==> run_1/metal_stack.png <==
Two of the layers only.
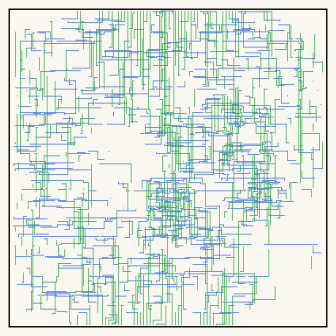
==> run_1/zoom.png <==
Window x 3 to 43, y 49 to 89 um. Cells in gray, sequential cells in the stronger gray; small squares are vias.
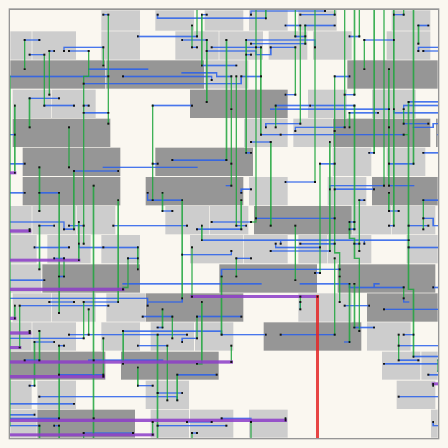
==> run_1/port_nets.png <==
The bar under the picture is 20 um long.
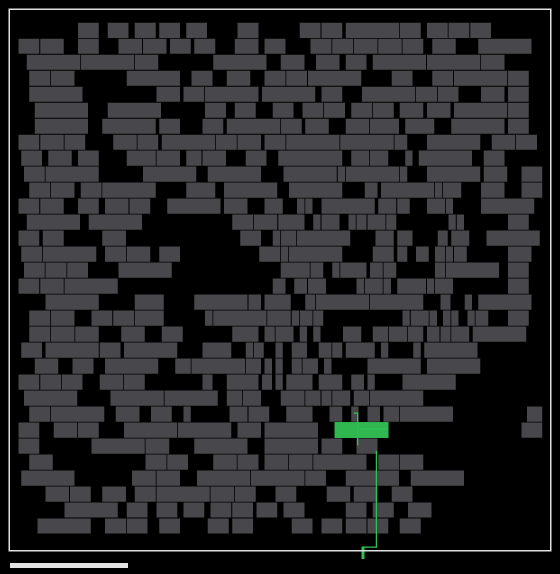
==> run_1/final_clocks.png <==
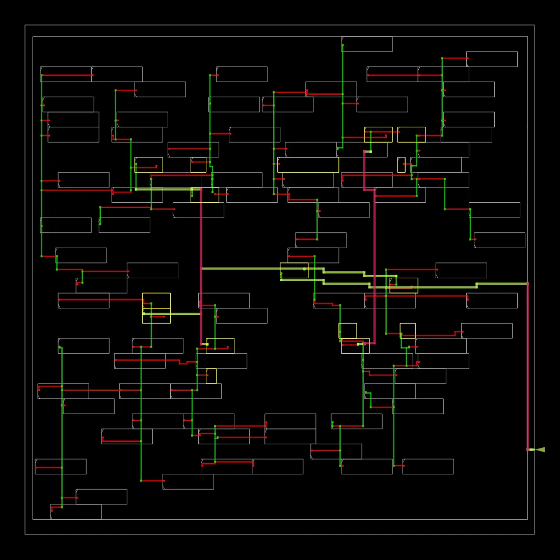
**src/rtl/alu_issue_ctrl.sv**
```systemverilog
// Clocked initiator for the 4-phase bundled-data handshake into the combinational ALU.
// Accepts one op upstream, runs req/ack with the ALU, hands the result to writeback.
`timescale 1ns/1ps
module alu_issue_ctrl #(
    parameter int TAG_W       = 4,
    parameter int SYNC_STAGES = 2,
    parameter int TIMEOUT     = 255
) (
    input  logic             clk,
    input  logic             rst_n,
    input  logic             in_valid,
    output logic             in_ready,
    input  logic [3:0]       in_op,
    input  logic [15:0]      in_a,
    input  logic [15:0]      in_b,
    input  logic [TAG_W-1:0] in_tag,
    output logic             alu_req,
    input  logic             alu_ack,
    output logic [15:0]      alu_a,
    output logic [15:0]      alu_b,
    output logic [3:0]       alu_ctrl,
    input  logic [15:0]      alu_result,
    input  logic             alu_zero,
    input  logic             alu_ovf,
    input  logic             alu_carry,
    input  logic             alu_neg,
    output logic             out_valid,
    input  logic             out_ready,
    output logic [15:0]      out_result,
    output logic [3:0]       out_flags,
    output logic [TAG_W-1:0] out_tag,
    output logic             err_timeout,
    input  logic             err_clr
);
    typedef enum logic [1:0] {IDLE, REQ, RTZ, OUT} state_t;

    state_t                 state, state_nx;
    logic [SYNC_STAGES-1:0] ack_sync;
    logic                   ack_s;
    logic                   run;
    logic                   aborted;
    logic                   tmo_hit;
    logic                   accept, capture, tmo_req, tmo_rtz;
    logic [15:0]            cnt;

    always_ff @(posedge clk or negedge rst_n) begin
        if (!rst_n) ack_sync <= '0;
        else        ack_sync <= {ack_sync[SYNC_STAGES-2:0], alu_ack};
    end

    assign ack_s   = ack_sync[SYNC_STAGES-1];
    assign tmo_hit = (cnt == 16'(TIMEOUT - 1));

    always_ff @(posedge clk or negedge rst_n) begin
        if (!rst_n) state <= IDLE;
        else        state <= state_nx;
    end

    always_comb begin
        state_nx = state;
        in_ready = 1'b0;
        accept   = 1'b0;
        capture  = 1'b0;
        tmo_req  = 1'b0;
        tmo_rtz  = 1'b0;
        unique case (state)
            IDLE: begin
                // A lingering ack from the previous op must drain before issuing again.
                in_ready = run && !ack_s;
                if (in_valid && run && !ack_s) begin
                    accept   = 1'b1;
                    state_nx = REQ;
                end
            end
            REQ: begin
                if (ack_s) begin
                    capture  = 1'b1;
                    state_nx = RTZ;
                end else if (tmo_hit) begin
                    tmo_req  = 1'b1;
                    state_nx = RTZ;
                end
            end
            RTZ: begin
                if (!ack_s) begin
                    state_nx = aborted ? IDLE : OUT;
                end else if (tmo_hit) begin
                    tmo_rtz  = 1'b1;
                    state_nx = IDLE;
                end
            end
            OUT: begin
                if (out_ready) state_nx = IDLE;
            end
            default: state_nx = IDLE;
        endcase
    end

    always_ff @(posedge clk or negedge rst_n) begin
        if (!rst_n) begin
            run         <= 1'b0;
            alu_req     <= 1'b0;
            out_valid   <= 1'b0;
            aborted     <= 1'b0;
            err_timeout <= 1'b0;
            cnt         <= '0;
        end else begin
            run       <= 1'b1;
            alu_req   <= (state_nx == REQ);
            out_valid <= (state_nx == OUT);
            if (accept)       aborted <= 1'b0;
            else if (tmo_req) aborted <= 1'b1;
            if (tmo_req || tmo_rtz) err_timeout <= 1'b1;
            else if (err_clr)       err_timeout <= 1'b0;
            if (state_nx != state)               cnt <= '0;
            else if (state == REQ || state == RTZ) cnt <= cnt + 16'd1;
        end
    end

    // Operands only move on acceptance, keeping the bundle stable across the whole handshake.
    always_ff @(posedge clk or negedge rst_n) begin
        if (!rst_n) begin
            alu_a      <= '0;
            alu_b      <= '0;
            alu_ctrl   <= '0;
            out_tag    <= '0;
            out_result <= '0;
            out_flags  <= '0;
        end else begin
            if (accept) begin
                alu_a    <= in_a;
                alu_b    <= in_b;
                alu_ctrl <= in_op;
                out_tag  <= in_tag;
            end
            if (capture) begin
                out_result <= alu_result;
                out_flags  <= {alu_neg, alu_zero, alu_carry, alu_ovf};
            end
        end
    end
endmodule
```
**config.mk**
```make
export PLATFORM = sky130hd
export DESIGN_NAME = alu_issue_ctrl
export DESIGN_NICKNAME = d
export VERILOG_FILES = /design/src/rtl/alu_issue_ctrl.sv
export SDC_FILE = /design/constraint.sdc
export NUM_CORES = 1
export LEC_CHECK = 0
export CAP_MARGIN = 20
export CORE_UTILIZATION = 44
export DETAILED_ROUTE_END_ITERATION = 7
export PLACE_DENSITY = 0.78
export SLEW_MARGIN = 20
export SYNTH_ARGS = -nofsm -noshare
export SYNTH_HDL_FRONTEND = slang
export SYNTH_SLANG_ARGS = --single-unit
```
**constraint.sdc**
```tcl
create_clock -name clk -period 2.8 [get_ports clk]
set_clock_uncertainty 0.15 [all_clocks]
set_input_delay 0.28 -clock clk [delete_from_list [all_inputs] [get_ports clk]]
set_output_delay 0.28 -clock clk [all_outputs]
set_load 0.005 [all_outputs]
```
==> out/qor.csv, run 1 <==
stage;metric;value;unit
die;die_area;8436;sq um
setup_path;worst-endpoint-arrival;2.60;ns
setup_path;regToRegStartpoint;state[0];
route;detail_route.wl_per_cell;14.25;um
final_timing;fin_crit_sh;89.01;%
power_and_ir_drop;swShare;28.19;%
run_status;outcome;finished clean;
setup_path;critical_path.n_buffers_inverters;1;
die;num_tap_cells;102;
power_and_ir_drop;power.static_leakage;2.225;nW
route;detail_route.wirelength;7.223;mm
setup_path;timing.reg2reg.setup_slack;0.31;ns
die;rows;32;
global_route;grt_use_met3;6.302;%
die;initial_utilization;45.73;%
power_and_ir_drop;dominant_power_group;combinational logic;
global_route;global_route.peak_usage_layer;met2;
synthesis;netlist_instances;264;
synthesis;synthesis.area;3552;sq um
final_layout;register_area;2127;sq um
route;detailedRoute.firstPassIterationCount;4;
final_timing;report.final.hold_viol_count;0;
hold_path;hold-path-endpoint;ack_sync[1];
synthesis;synth-adder-area-share;2.113;%
setup_path;required;2.91;ns
power_and_ir_drop;pwr_density_cell;946.5;nW/um^2
final_layout;seq_area_share;41.25;%
final_timing;max-slew-margin-rel;63.32;%
clock_tree;clock_sinks;85;
job;max_cap_viol_count;0;
die;num_io_pins;130;
setup_path;critPathLaunch;state[0];
final_layout;layout_top_cell;sky130_fd_sc_hd__clkdlybuf4s50_1;
route;route.antenna.remaining_nets;0;
final_layout;post_layout_nonfiller_instances;507;
synthesis;yosys-mux-area-fraction;19.02;%
hold_path;hold_path_startpoint;ack_sync[0];
synthesis;synth-simple-area-share;9.229;%
final_layout;fillers;599;
synthesis;ys_chip_area;3552;sq um
synthesis;ff_type;sky130_fd_sc_hd__dfrtp_1;
power_and_ir_drop;power.sequential.total;0.00199;W
placed_design;dpl_worst_slack;0.3315;ns
synthesis;postSynthSeqShare;59.88;%
final_timing;setup_repair_after_global_routing_missed_its_margin;false;
global_route;wire_length_of_the_first_global_routing_pass;12.28;mm
clock_tree;path_clk_slew;0.08;ns
die;die.size.x;91.85;um
synthesis;ys.flops;85;
final_layout;final_layout_top_logic_cells;128 x sky130_fd_sc_hd__clkdlybuf4s50_1, 85 x sky130_fd_sc_hd__dfrtp_1, 60 x sky130_fd_sc_hd__mux2_2, 22 x sky130_fd_sc_hd__nor2_1, 10 x sky130_fd_sc_hd__clkbuf_8;
power_and_ir_drop;power_combinational;0.00202;W
setup_path;worst-path-max-fanout;16;
clock_tree;cts_hold_buf;1;
hold_path;hold_path.class;reg2reg;
synthesis;yosys.area.top_type;sky130_fd_sc_hd__dfrtp_1;
route;routed-wl-met3;543;um
setup_path;crit_slowest_cell;sky130_fd_sc_hd__a221o_2;
power_and_ir_drop;pwr.group.clock;0.000873;W
clock_tree;cts_tree;yes;
placed_design;place_area;4946;sq um
final_timing;worst_pin_slew;0.5502;ns
final_layout;final_area;5156;sq um
setup_path;worst_path_dominant_cell_family;AND-OR/OR-AND gates;
setup_path;worstPathCellList;inv_1 > ha_1 > or3b_4 > a32oi_1 > nor2_1 > a221o_2 > a211oi_1;
synthesis;synthesis.nets;336;
setup_path;worst_setup_path_endpoint;cnt[1];
final_layout;drive_gt1_share;21.23;%
power_and_ir_drop;power_frac_comb;41.3;%
route;viasPerCell;4.943;
setup_path;r2r.worst_path.cells;7;
setup_path;critical-path-max-stage-delay;0.48;ns
clock_tree;clock_tree.root_cell;sky130_fd_sc_hd__clkbuf_8;
final_layout;num_antenna_cells;0;
power_and_ir_drop;share_seq_of_total_power;40.8;%
setup_path;cp_num_cells;7;
route;m1WireLength;2.966;mm
route;top_layer_used;met4;
synthesis;post_synth_ao_oa_area_fraction;3.734;%
final_layout;non_clock_buffer_count;134;
global_route;grt_pass1_vias;2595;
global_route;pin_count_of_the_biggest_net_entering_global_routing;45;
global_route;grt_util_met1;22.17;%
power_and_ir_drop;design_power_total;0.004881;W
placed_design;hpwl;5.303;mm
final_timing;period_needed;2.492;ns
final_layout;comb.multi_input.count;163;
final_timing;fin_tns_setup;0;ns
synthesis;synth.cells.most_frequent;85 x sky130_fd_sc_hd__dfrtp_1, 60 x sky130_fd_sc_hd__mux2_2, 22 x sky130_fd_sc_hd__nor2_1, 9 x sky130_fd_sc_hd__xnor2_1, 8 x sky130_fd_sc_hd__nand2_1;
synthesis;syn_area_per_cell;13.46;sq um
placed_design;number_of_i_o_port_buffers;129;
final_timing;setup_viol;0;
power_and_ir_drop;internal-power;0.003505;W
clock_tree;clock_tree.htree_level_count;3;
clock_tree;clock.latency.late_pin;0.34;ns
final_timing;worst_hold_slack;0.2115;ns
global_route;groute.layer.met2.usage;30.97;%
synthesis;synthDistinctLibCells;40;
final_layout;nonClkBufAreaFrac;25.77;%
clock_tree;tritoncts.num_buffers;9;
clock_tree;postCtsSetupBuffers;0;
synthesis;top_cell;sky130_fd_sc_hd__dfrtp_1;
setup_path;setup.worst_path.end_class;register;
final_layout;num-nets-final;472;
placed_design;place.gp.congestion;0.8476;
route;dr_wl_met2;3.555;mm
synthesis;ys.warnings.count;0;
synthesis;netlist_logic_family_top;multiplexers;
-- metal_stack.png (at the start) --
met1 -> blue  # wire length 2970 um
met2 -> green  # wire length 3560 um
Via Count: 2506
Global Route Usage Sum: 18.60%

-- zoom.png (at the start) --
met4 -> red
met2 -> green
met1 -> blue
met3 -> purple
most frequent = clkdlybuf4s50_1 (37), dfrtp_1 (21), mux2_2 (20)
cells with their middle in the window = 81
netlist names of flops here include = alu_b (10), out_result (5), alu_a (4)
sequential cells in the window = 21

-- port_nets.png (at the start) --
err_timeout -> green  # bits 1, direction output, end cells 1, buffers 1, wire 29.9 um

-- final_clocks.png (at the start) --
tally of clock buffers in the finished layout: 11
flip-flops: 85

==> run 2: changes to the inputs <==
Settings changed: CORE_UTILIZATION 44 to 55, CTS_BUF_LIST from default to sky130_fd_sc_hd__clkbuf_8, DONT_BUFFER_PORTS from default to 1, PLACE_DENSITY 0.78 to 0.69.
==> run_2/metal_stack.png <==
Two of the layers only.
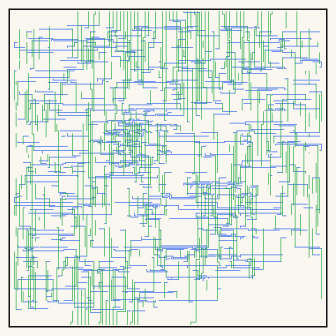
met1 -> blue  # wire length 2700 um
met2 -> green  # wire length 3400 um

==> run_2/zoom.png <==
Window x 1 to 41, y 42 to 82 um. Cells in gray, sequential cells in the stronger gray; small squares are vias.
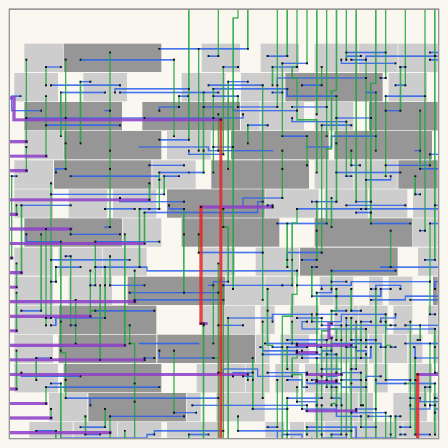
met3 -> purple
met1 -> blue
met4 -> red
met2 -> green
cells with their middle in the window = 104
most frequent = mux2_2 (22), dfrtp_1 (21), dlygate4sd3_1 (20)
netlist names of flops here include = alu_a (10), out_result (7), state (2)
sequential cells in the window = 21

==> run_2/registers.png <==
The bar under the picture is 20 um long.
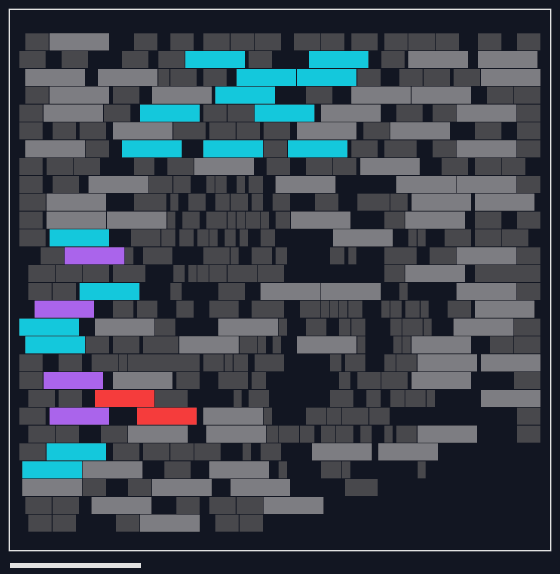
out_result -> cyan  # sequential cells 16
ack_sync -> red  # sequential cells 2
out_flags -> purple  # sequential cells 4
not colored = 63
sequential-cell power consumption: 0.00213 W
Core Util, Final: 73.80%

==> out/qor.csv, run 2 <==
stage;metric;value;unit;change
final_layout;num_antenna_cells;0;;unchanged
global_route;globalRouteTotalUtil;21.91;%;+3.3 points
final_timing;setup_repair_after_global_routing_missed_its_margin;false;;
final_timing;period_needed;2.554;ns;+0.06130 ns
setup_path;worstPathCellList;inv_1 > ha_1 > or3b_4 > a32oi_1 > nor2_1 > a221o_2 > a211oi_1;;
placed_design;number_of_i_o_port_buffers;0;;-100%
route;routed-wl-met3;589;um;+8.5%
clock_tree;clock_tree.htree_level_count;3;;unchanged
global_route;grt_util_met1;27.90;%;+5.7 points
final_timing;worst_pin_slew;0.5229;ns;-0.02733 ns
final_layout;final_layout_top_logic_cells;85 x sky130_fd_sc_hd__dfrtp_1, 63 x sky130_fd_sc_hd__dlygate4sd3_1, 60 x sky130_fd_sc_hd__mux2_2, 22 x sky130_fd_sc_hd__nor2_1;;
setup_path;required;2.90;ns;about the same
final_layout;final_area;4473;sq um;-13%
final_layout;num-nets-final;404;;-14%
die;die.size.x;82.37;um;-10%
synthesis;ys_chip_area;3552;sq um;unchanged
setup_path;r2r.worst_path.cells;7;;unchanged
route;detailedRoute.firstPassIterationCount;4;;unchanged
synthesis;synth-simple-area-share;9.229;%;unchanged
final_timing;setup_viol;0;;unchanged
power_and_ir_drop;pwr_density_cell;902.4;nW/um^2;-4.7%
final_layout;layout_top_cell;sky130_fd_sc_hd__dfrtp_1;;
route;detail_route.wirelength;6.762;mm;-6.4%
power_and_ir_drop;design_power_total;0.004037;W;-17%
setup_path;regToRegStartpoint;state[0];;
synthesis;netlist_logic_family_top;multiplexers;;
placed_design;dpl_worst_slack;0.3012;ns;-0.03034 ns
final_layout;post_layout_nonfiller_instances;412;;-19%
global_route;global_route.peak_usage_layer;met2;;
setup_path;worst_setup_path_endpoint;cnt[1];;
clock_tree;clock_sinks;85;;unchanged
job;max_cap_viol_count;0;;unchanged
placed_design;place.gp.congestion;0.8704;;+2.7%
route;viasPerCell;5.461;;+10%
synthesis;ys.flops;85;;unchanged
hold_path;hold_path_startpoint;in_valid;;
final_layout;nonClkBufAreaFrac;15.05;%;-11 points
setup_path;critical_path.n_buffers_inverters;1;;unchanged
setup_path;worst-endpoint-arrival;2.66;ns;+0.06 ns
route;route.antenna.remaining_nets;0;;unchanged
final_layout;fillers;413;;-31%
setup_path;worst-path-max-fanout;16;;unchanged
final_layout;drive_gt1_share;25.22;%;+4.0 points
clock_tree;cts_hold_buf;64;;+63
global_route;pin_count_of_the_biggest_net_entering_global_routing;86;;+91%
final_timing;fin_tns_setup;0;ns;unchanged
setup_path;setup.worst_path.end_class;register;;
route;top_layer_used;met4;;
final_layout;seq_area_share;47.55;%;+6.3 points
placed_design;hpwl;4.084;mm;-23%
synthesis;synth.cells.most_frequent;85 x sky130_fd_sc_hd__dfrtp_1, 60 x sky130_fd_sc_hd__mux2_2, 22 x sky130_fd_sc_hd__nor2_1, 9 x sky130_fd_sc_hd__xnor2_1, 8 x sky130_fd_sc_hd__nand2_1;;
global_route;wire_length_of_the_first_global_routing_pass;10.72;mm;-13%
final_timing;worst_hold_slack;0.2070;ns;-0.004472 ns
synthesis;yosys-mux-area-fraction;19.02;%;unchanged
hold_path;hold_path.class;in2reg;;
synthesis;post_synth_ao_oa_area_fraction;3.734;%;unchanged
power_and_ir_drop;dominant_power_group;sequential cells;;
clock_tree;path_clk_slew;0.09;ns;about the same
synthesis;synthesis.area;3552;sq um;unchanged
setup_path;crit_slowest_cell;sky130_fd_sc_hd__a221o_2;;
route;dr_wl_met2;3.400;mm;-4.4%
final_timing;fin_crit_sh;91.20;%;+2.2 points
power_and_ir_drop;power_combinational;0.00102;W;-50%
final_timing;max-slew-margin-rel;65.14;%;+1.8 points
power_and_ir_drop;power_frac_comb;25.2;%;-16 points
run_status;outcome;finished clean;;
setup_path;critical-path-max-stage-delay;0.49;ns;about the same
final_timing;report.final.hold_viol_count;0;;unchanged
hold_path;hold-path-endpoint;state[0];;
synthesis;netlist_instances;264;;unchanged
power_and_ir_drop;swShare;32.15;%;+4.0 points
synthesis;ys.warnings.count;0;;unchanged
synthesis;synthesis.nets;336;;unchanged
global_route;grt_pass1_vias;2257;;-13%
clock_tree;clock_tree.root_cell;sky130_fd_sc_hd__clkbuf_8;;
final_layout;register_area;2127;sq um;unchanged
clock_tree;tritoncts.num_buffers;9;;unchanged
route;detail_route.wl_per_cell;16.41;um;+15%
==> run 3: changes to the inputs <==
Settings changed: MAX_ROUTING_LAYER from default to met4.
==> run_3/zoom.png <==
Window x 1 to 41, y 42 to 82 um. Cells in gray, sequential cells in the stronger gray; small squares are vias.
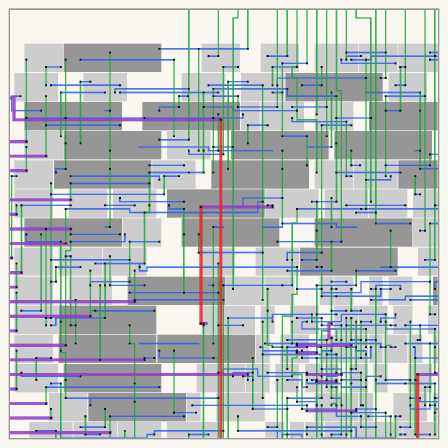
met3 -> purple
met1 -> blue
met4 -> red
met2 -> green
netlist names of flops here include = alu_a (10), out_result (7), state (2)
most frequent = mux2_2 (22), dfrtp_1 (21), dlygate4sd3_1 (20)
cells with their middle in the window = 104
sequential cells in the window = 21

==> run_3/final_clocks.png <==
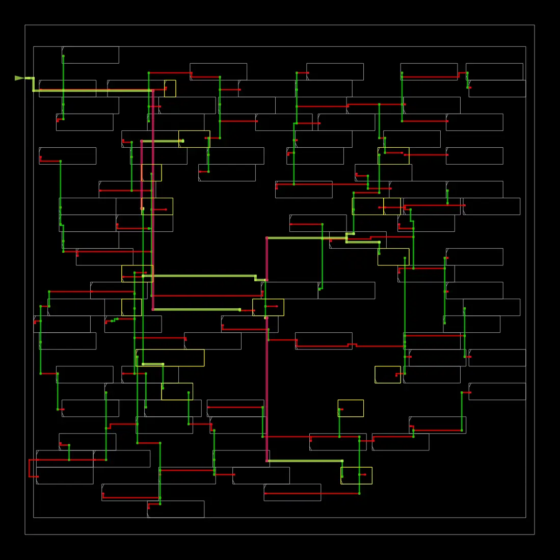
clock sink count: 85
tally of clock buffers in the finished layout: 9

==> run_3/metal_stack.png <==
Two of the layers only.
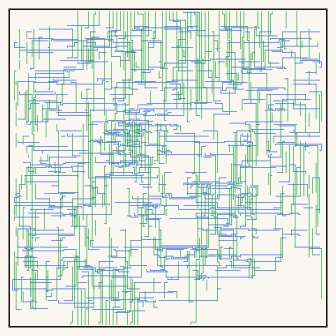
met2 -> green  # wire length 3410 um
met1 -> blue  # wire length 2800 um
Via Count: 2240
sum of routed wire length over all layers: 6.831 mm
Global Route Usage Sum: 22.53%
Routed wire per std cell: 16.58 um

==> out/qor.csv, run 3 <==
stage;metric;value;unit;change
synthesis;ys.flops;85;;unchanged
final_timing;setup_repair_after_global_routing_missed_its_margin;false;;
clock_tree;tritoncts.num_buffers;9;;unchanged
final_timing;max-slew-margin-rel;65.23;%;+0.084 points
route;viasPerCell;5.437;;-0.44%
power_and_ir_drop;pwr_density_cell;903.6;nW/um^2;+0.13%
global_route;pin_count_of_the_biggest_net_entering_global_routing;86;;unchanged
die;rows;28;;
power_and_ir_drop;design_power_total;0.004042;W;+0.13%
final_layout;num-nets-final;404;;unchanged
run_status;outcome;finished clean;;
hold_path;hold_path_startpoint;in_valid;;
setup_path;setup.worst_path.end_class;register;;
clock_tree;clock_tree.root_cell;sky130_fd_sc_hd__clkbuf_8;;
final_timing;worst_pin_slew;0.5216;ns;-0.001260 ns
final_layout;layout_top_cell;sky130_fd_sc_hd__dfrtp_1;;
global_route;grt_util_met1;28.34;%;+0.44 points
final_timing;setup_viol;0;;unchanged
global_route;wire_length_of_the_first_global_routing_pass;10.72;mm;about the same
placed_design;dpl_worst_slack;0.3012;ns;unchanged
synthesis;synthesis.area;3552;sq um;unchanged
final_layout;postLayoutCoreUtil;73.80;%;unchanged
setup_path;crit_slowest_cell;sky130_fd_sc_hd__a221o_2;;
final_layout;fillers;413;;unchanged
setup_path;worstPathCellList;inv_1 > ha_1 > or3b_4 > a32oi_1 > nor2_1 > a221o_2 > a211oi_1;;
placed_design;place.gp.congestion;0.8846;;+1.6%
power_and_ir_drop;dominant_power_group;sequential cells;;
final_layout;final_area;4473;sq um;unchanged
clock_tree;cts_hold_buf;64;;unchanged
setup_path;timing.critical_path.from_type;register;;
setup_path;worst-endpoint-arrival;2.66;ns;about the same
synthesis;netlist_instances;264;;unchanged
final_timing;setup_ws;0.2459;ns;
setup_path;reg_to_reg_end;cnt[1];;
power_and_ir_drop;power.sequential.total;0.00213;W;about the same
final_timing;report.final.hold_viol_count;0;;unchanged
hold_path;hold_path.class;in2reg;;
final_layout;post_layout_nonfiller_instances;412;;unchanged
final_layout;final_layout_top_logic_cells;85 x sky130_fd_sc_hd__dfrtp_1, 63 x sky130_fd_sc_hd__dlygate4sd3_1, 60 x sky130_fd_sc_hd__mux2_2, 22 x sky130_fd_sc_hd__nor2_1;;
final_timing;period_needed;2.554;ns;+0.0005670 ns
die;die.size.x;82.37;um;unchanged
setup_path;critical_path.n_buffers_inverters;1;;unchanged
setup_path;critical-path-max-stage-delay;0.49;ns;about the same
synthesis;netlist_logic_family_top;multiplexers;;
synthesis;synth-simple-area-share;9.229;%;unchanged
final_layout;seq_area_share;47.55;%;unchanged
synthesis;ys_chip_area;3552;sq um;unchanged
final_layout;num_antenna_cells;0;;unchanged
synthesis;ys.warnings.count;0;;unchanged
clock_tree;clock.latency.late_pin;0.35;ns;
setup_path;r2r.worst_path.cells;7;;unchanged
global_route;grt_pass1_vias;2252;;-0.22%
power_and_ir_drop;power.static_leakage;1.993;nW;
clock_tree;clock_tree.htree_level_count;3;;unchanged
clock_tree;postCtsSetupBuffers;0;;
global_route;global_route.peak_usage_layer;met2;;
placed_design;hpwl;4.084;mm;unchanged
synthesis;synth.cells.most_frequent;85 x sky130_fd_sc_hd__dfrtp_1, 60 x sky130_fd_sc_hd__mux2_2, 22 x sky130_fd_sc_hd__nor2_1, 9 x sky130_fd_sc_hd__xnor2_1, 8 x sky130_fd_sc_hd__nand2_1;;
setup_path;required;2.90;ns;about the same
route;dr_wl_met2;3.408;mm;+0.24%
clock_tree;path_clk_slew;0.09;ns;about the same
synthesis;synthesis.nets;336;;unchanged
final_layout;layout-area-overhead-vs-synth;25.92;%;
synthesis;yosys-mux-area-fraction;19.02;%;unchanged
power_and_ir_drop;power_frac_comb;25.2;%;about the same
hold_path;hold-path-endpoint;state[0];;
setup_path;regToRegStartpoint;state[0];;
power_and_ir_drop;max-vdd-ir-drop;565.7;uV;
power_and_ir_drop;power_combinational;0.00102;W;about the same
job;max_cap_viol_count;0;;unchanged
placed_design;number_of_i_o_port_buffers;0;;unchanged
synthesis;post_synth_ao_oa_area_fraction;3.734;%;unchanged
setup_path;worst_setup_path_endpoint;cnt[1];;
final_timing;worst_hold_slack;0.2067;ns;-0.0002910 ns
final_layout;drive_gt1_share;25.22;%;unchanged
final_layout;non_clock_buffer_count;66;;
route;detailedRoute.firstPassIterationCount;4;;unchanged
final_timing;fin_tns_setup;0;ns;unchanged
route;top_layer_used;met4;;
final_layout;nonClkBufAreaFrac;15.05;%;unchanged
setup_path;worst-path-max-fanout;16;;unchanged
final_timing;fin_crit_sh;91.22;%;about the same
final_layout;register_area;2127;sq um;unchanged
route;routed-wl-met3;541;um;-8.1%
Power and IR drop assume default switching activity.
